$ cat config.mk
export PLATFORM = sky130hd
export DESIGN_NAME = cia_serial_sub32
export DESIGN_NICKNAME = d
export VERILOG_FILES = /design/src/rtl/cia_serial_sub32_pkg.sv /design/src/rtl/cia_serial_sub32_cia8.sv /design/src/rtl/cia_serial_sub32.sv
export SDC_FILE = /design/constraint.sdc
export NUM_CORES = 1
export LEC_CHECK = 0
export ABC_AREA = 1
export CELL_PAD_IN_SITES_DETAIL_PLACEMENT = 2
export CELL_PAD_IN_SITES_GLOBAL_PLACEMENT = 2
export CORE_MARGIN = 2
export CORE_UTILIZATION = 34
export DETAILED_ROUTE_END_ITERATION = 16
export GPL_TIMING_DRIVEN = 0
export PLACE_DENSITY_LB_ADDON = 0.1
export SLEW_MARGIN = 25
export SYNTH_ARGS = -nofsm -noshare
export SYNTH_HDL_FRONTEND = slang
export SYNTH_SLANG_ARGS = --single-unit
export TNS_END_PERCENT = 1
$ cat constraint.sdc
create_clock -name clk -period 8.5 [get_ports clk]
set_clock_uncertainty 0.2 [all_clocks]
set_input_delay 1.7 -clock clk [delete_from_list [all_inputs] [get_ports clk]]
set_output_delay 1.7 -clock clk [all_outputs]
set_load 0.05 [all_outputs]
$ cat src/rtl/cia_serial_sub32_pkg.sv
// Shared definitions for the serial carry-increment subtractor:
// FSM state encodings and default operand/slice widths.
package cia_serial_sub32_pkg;

  localparam int WIDTH_DEF = 32;
  localparam int SLICE_DEF = 8;

  typedef enum logic [1:0] {
    ST_IDLE = 2'd0,
    ST_RUN  = 2'd1,
    ST_DONE = 2'd2
  } state_e;

endpackage

$ cat src/rtl/cia_serial_sub32_cia8.sv
// Carry-increment slice: the upper half is summed without carry and then
// incremented by the lower half's carry, so the carry path stays short.
module cia_serial_sub32_cia8 #(
  parameter int W = 8
) (
  input  logic [W-1:0] a,
  input  logic [W-1:0] b,
  input  logic         cin,
  output logic [W-1:0] sum,
  output logic         cout
);

  localparam int H = W / 2;
  localparam int U = W - H;

  logic [H:0]   lo;
  logic [U:0]   hi_raw;
  logic [U-1:0] hi;

  always_comb begin
    lo     = {1'b0, a[H-1:0]} + {1'b0, b[H-1:0]} + {{H{1'b0}}, cin};
    hi_raw = {1'b0, a[W-1:H]} + {1'b0, b[W-1:H]};
    hi     = hi_raw[U-1:0] + {{(U-1){1'b0}}, lo[H]};
    // The increment only carries out when the raw upper sum is all ones.
    cout   = hi_raw[U] | (lo[H] & (&hi_raw[U-1:0]));
    sum    = {hi, lo[H-1:0]};
  end

endmodule

$ cat src/rtl/cia_serial_sub32.sv
// Multi-cycle subtractor D = A - B - Bin, computed as A + ~B + ~Bin one slice
// per cycle through a single shared carry-increment slice.
module cia_serial_sub32
  import cia_serial_sub32_pkg::*;
#(
  parameter int WIDTH = WIDTH_DEF,
  parameter int SLICE = SLICE_DEF
) (
  input  logic             clk,
  input  logic             rst_n,
  input  logic             in_valid,
  output logic             in_ready,
  input  logic [WIDTH-1:0] A,
  input  logic [WIDTH-1:0] B,
  input  logic             Bin,
  output logic             out_valid,
  input  logic             out_ready,
  output logic [WIDTH-1:0] D,
  output logic             Bout,
  output logic             V
);

  localparam int NSLICE = WIDTH / SLICE;
  localparam int IDX_W  = (NSLICE > 1) ? $clog2(NSLICE) : 1;
  localparam logic [IDX_W-1:0] LAST_IDX = IDX_W'(NSLICE - 1);

  state_e             state_q, state_d;
  logic [WIDTH-1:0]   a_q, a_d;
  logic [WIDTH-1:0]   bn_q, bn_d;
  logic [WIDTH-1:0]   d_q, d_d;
  logic               carry_q, carry_d;
  logic [IDX_W-1:0]   idx_q, idx_d;
  logic               bout_q, bout_d;
  logic               v_q, v_d;
  logic               in_ready_q, in_ready_d;
  logic               out_valid_q, out_valid_d;

  logic [SLICE-1:0]   slice_a;
  logic [SLICE-1:0]   slice_bn;
  logic [SLICE-1:0]   slice_sum;
  logic               slice_cout;

  assign slice_a  = a_q[idx_q*SLICE +: SLICE];
  assign slice_bn = bn_q[idx_q*SLICE +: SLICE];

  cia_serial_sub32_cia8 #(.W(SLICE)) u_cia8bit (
    .a    (slice_a),
    .b    (slice_bn),
    .cin  (carry_q),
    .sum  (slice_sum),
    .cout (slice_cout)
  );

  always_comb begin
    // NOTE: every _d gets a hold default first so no path leaves it unassigned (no latches).
    state_d     = state_q;
    a_d         = a_q;
    bn_d        = bn_q;
    d_d         = d_q;
    carry_d     = carry_q;
    idx_d       = idx_q;
    bout_d      = bout_q;
    v_d         = v_q;
    in_ready_d  = in_ready_q;
    out_valid_d = out_valid_q;
    unique case (state_q)
      ST_IDLE: begin
        if (in_valid) begin
          a_d        = A;
          bn_d       = ~B;
          carry_d    = ~Bin;
          idx_d      = '0;
          in_ready_d = 1'b0;
          state_d    = ST_RUN;
        end
      end
      ST_RUN: begin
        d_d[idx_q*SLICE +: SLICE] = slice_sum;
        carry_d = slice_cout;
        idx_d   = idx_q + 1'b1;
        if (idx_q == LAST_IDX) begin
          // Subtrahend sign is the inverse of the stored ~B sign bit.
          bout_d      = ~slice_cout;
          v_d         = (a_q[WIDTH-1] ^ ~bn_q[WIDTH-1]) & (slice_sum[SLICE-1] ^ a_q[WIDTH-1]);
          out_valid_d = 1'b1;
          state_d     = ST_DONE;
        end
      end
      ST_DONE: begin
        if (out_ready) begin
          out_valid_d = 1'b0;
          in_ready_d  = 1'b1;
          state_d     = ST_IDLE;
        end
      end
      default: begin
        out_valid_d = 1'b0;
        in_ready_d  = 1'b1;
        state_d     = ST_IDLE;
      end
    endcase
  end

  // NOTE: sequential state uses non-blocking assignments so all flops update together.
  always_ff @(posedge clk or negedge rst_n) begin
    if (!rst_n) begin
      state_q     <= ST_IDLE;
      a_q         <= '0;
      bn_q        <= '0;
      d_q         <= '0;
      carry_q     <= 1'b0;
      idx_q       <= '0;
      bout_q      <= 1'b0;
      v_q         <= 1'b0;
      in_ready_q  <= 1'b1;
      out_valid_q <= 1'b0;
    end else begin
      state_q     <= state_d;
      a_q         <= a_d;
      bn_q        <= bn_d;
      d_q         <= d_d;
      carry_q     <= carry_d;
      idx_q       <= idx_d;
      bout_q      <= bout_d;
      v_q         <= v_d;
      in_ready_q  <= in_ready_d;
      out_valid_q <= out_valid_d;
    end
  end

  assign in_ready  = in_ready_q;
  assign out_valid = out_valid_q;
  assign D         = d_q;
  assign Bout      = bout_q;
  assign V         = v_q;

endmodule

Fig. 1: met3 routing
Scale: 4 px per um.
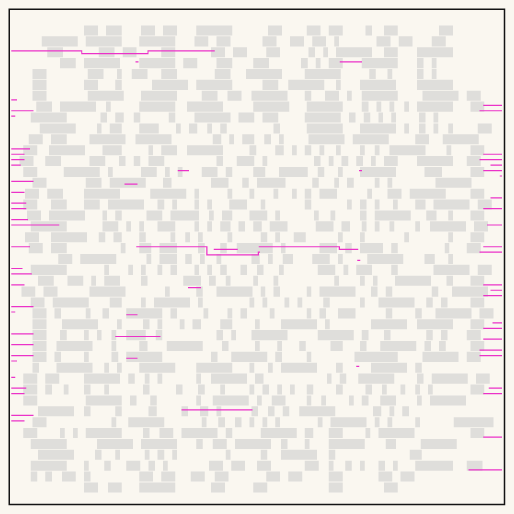
longest straight run = 20.0 um
nets with wire on the layer = 57
wire length on this layer = 367 um
main direction = horizontal
share of all routed wire = 2.4%
via count: 4072
overall routed net length: 15600 um
Global Route met3 Usage: 2.54%

==> qor.csv <==
metric,value,unit
status,completed,
core area,0.0139,mm^2
static leakage,2.88,nW
# clock sinks,105,
WL met2,8250,um
Vias/cell,5.10,
First DRT Iteration DRCs,92,
fin. max-slew vios,0,
number of max-cap violations,0,
post-DR wirelength/cell,19.6,um
R2R cell count,14,
fin nets,701,
power density cells,462,mW/mm^2
Worst Hold Class,register to register,
number of enable flip-flop cells,0,
Worst Setup EP,D[22],
crit path from,idx_q[0],
CTS tree,yes,
die width,123,um
ys cells,498,
Final Hold Viols,0,
fmax,0.235,GHz
Post-DP HPWL,11700,um
simple share,13.6,%
Post-CTS Hold Buffers,0,
"Seq share, synth",54.2,%
reg-to-reg endpoint,D[22],
Root Buffer,clkbuf_16,
grt ovf,0,
global-route wire length before repair,25300,um
"Cell Count, Final, Fillers Out",799,
main kind of combinational logic by area,AND-OR/OR-AND gates,
Die H,123,um
Fillers,1534,
Seq pwr share,28.6,%
Synth-to-Final Area Change,33.1,%
Comb pwr share,56.9,%
Critical Path Sink Type,register,
Syn Nets,585,
routability-driven placement congestion ratio,0.818,
yosys stat area,0.00485,mm^2
Final period util,50.1,%
fin worst setup slack,4.24,ns
deepest clock path buffer count,2,
DRC,0,
Cell area leaders,"dfrtp_1 (54%), o21ai_0 (9.6%), mux2_2 (7.4%), nand2_1 (7.4%), ha_1 (3.9%)",
Total GRT Usage,22.2,%
"Setup Fix Bufs, Post-CTS",0,
reg2reg start,idx_q[0],
Cell Type Count,35,
CP Launch Type,register,
setup_tns,0,ns
top cells by count,"dfrtp_1 (104), nand2_1 (95), o21ai_0 (93)",
"Cell Area, Synth",0.00485,mm^2
met3 wire len,367,um
Port Buf Inserts,104,
Flop area,0.00263,mm^2
Antenna Violating Nets Remaining,0,
Yosys top cell by instances,dfrtp_1,
Peak VDD IR,0.155,mV
Floorplan Utilization,34.8,%
dominant register cell,dfrtp_1,
Top cell area share,53.6,%
First-pass DRT Iterations,4,
max_slew headroom,52.5,%
asr flop ratio synth,100,%
Cells after Synth,498,
Synth area leader,dfrtp_1,
ANT cells,0,
initial antenna violation count,0,
Clock power frac,14.5,%
#FFs+latches synth,105,
M1 WL,6780,um
max layer used,met4,
layout cell share with drive strength beyond 1,11.5,%
Worst-Skew Late Latency,0.36,ns
area fraction in compound gates,14.5,%
Synth mux share,7.43,%
min Tclk post-route,4.26,ns
fa+ha+maj area frac,5.11,%
tool warnings,31,
logic area,0.00200,mm^2
P_int,0.00155,W
Site Rows,43,
CP Max Fanout,10,
Worst-path clk slew,0.07,ns
synthesized area per cell,9.74,um^2
required time worst endpoint,8.54,ns
largest net degree at the start of global routing,54,
Switching Fraction,48.1,%
IO Pins,105,
Die Area,0.0152,mm^2
worst slew pin tran,0.712,ns
pre-CTS setup slack,4.14,ns
placed cells,783,
Final Setup Violations,0,
xor+xnor area frac,0.542,%
Yosys Warn Count,0,
Critical Path AT,4.30,ns
flop2flop setup slack,4.24,ns
CTS resizes,0,
crit path kind,register to register,
unrepaired setup endpoints after global routing,false,
number of global-route vias before repair,4672,
H-tree levels,3,
Fig. 2: clock routing
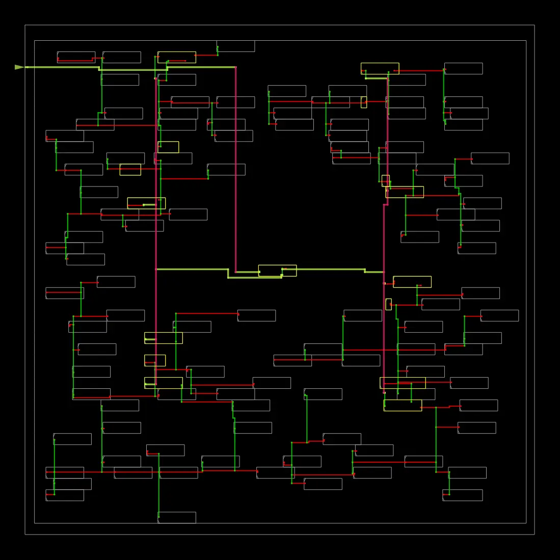
Layout clock buffers: 14
CTS buffer count: 9

## critical path, cell delays in order, from the launching register on
cell and delay [ns]:
dfrtp_1 0.43, clkbuf_2 0.21, clkinv_1 0.21, clkbuf_1 0.52
o21ai_0 0.18, o22ai_1 0.33, fa_1 0.29, inv_1 0.06
fa_1 0.39, o21ai_0 0.31, ha_1 0.26, ha_1 0.17
xor2_1 0.26, nor2_1 0.11, a22o_2 0.22
## through the flow
| stage | util (%) | area [um^2] | power (W) | hold WS (ns) |
|---|---|---|---|---|
| 6_report | 46.3 | 6450 | 0.00298 | 0.285 |
| 5_1_grt | 46.3 | 6450 | 0.00323 | 0.300 |
| 4_1_cts | 46.3 | 6450 | 0.00303 | 0.288 |
| 3_5_place_dp | 44.1 | 6150 | 0.00257 | 0.272 |
| 3_3_place_gp | 43.9 | 6120 | 0.00248 | 0.266 |
| 2_1_floorplan | - | 4850 | 0.00192 | 0.248 |
## cells in the final DEF, fill, tap and decap left out, types with 2 or more instances in the layout
cell type and count:
clkbuf_16 9, a32oi_1 4, o22ai_1 12, clkbuf_8 3
nand4_1 2, inv_2 2, dfrtp_1 104, a22o_2 3
clkdlybuf4s50_1 103, xnor2_1 2, buf_2 5, nand2_1 95
nand3_1 18, mux2_2 32, buf_4 3, a21oi_1 8
clkbuf_1 11, o21ai_0 93, buf_1 4, inv_1 29
o31ai_1 3, ha_1 15, nor2_1 36, clkbuf_2 2
nand2_2 2, fa_1 3
## power by group through the flow
stage	clock network [W]	registers [W]	logic (W)
CTS	0.000445	0.000857	0.00173
floorplan	0	0.000991	0.000933
finish	0.000432	0.000853	0.00170
detailed placement	0	0.000863	0.00171
global placement	0	0.000851	0.00163
global route	0.000462	0.000884	0.00188
## layer usage
layer / vias to the layer above / global-route usage [%]
met3: 14 / 2.54
met4: 0 / 6.75
li1: 1917 / -
met1: 2072 / 27.4
met5: - / 0
met2: 69 / 40.6
## worst min path at each step
stage          startpoint        to  depth (start not counted)
6_report            D[20]     D[20]                          2
5_1_grt             D[16]     D[16]                          2
4_1_cts             D[16]     D[16]                          2
3_5_place_dp        D[21]     D[21]                          2
3_3_place_gp     bn_q[18]  bn_q[18]                          2
2_1_floorplan    bn_q[16]  bn_q[16]                          2
## logic make-up (layout without fill, tap and decap cells)
kind of cell / Yosys count / in the layout
flops: 105 / 105
fa+ha+maj: 18 / 18
xor+xnor: 3 / 3
simple gates: 158 / 158
buf+inv: 55 / 176
compound gates: 127 / 127
mux: 32 / 32
## sequential cells by signal (all words and copies together), names as in the netlist
register,flops
bn_q,32
a_q,32
out_valid,1
carry_q,1
Bout,1
idx_q,2
in_ready,1
V,1
D,32
state_q,2
## cell type report
class	count	share of cell area [%]
flip-flops and latches	105	40.7
multi-input cells	338	30.9
repair buffers	105	16.6
clock buffers	14	4.25
well taps	180	3.49
inverters	32	1.86
plain buffers	23	1.65
clock inverters	2	0.543
Power and IR drop assume default switching activity.
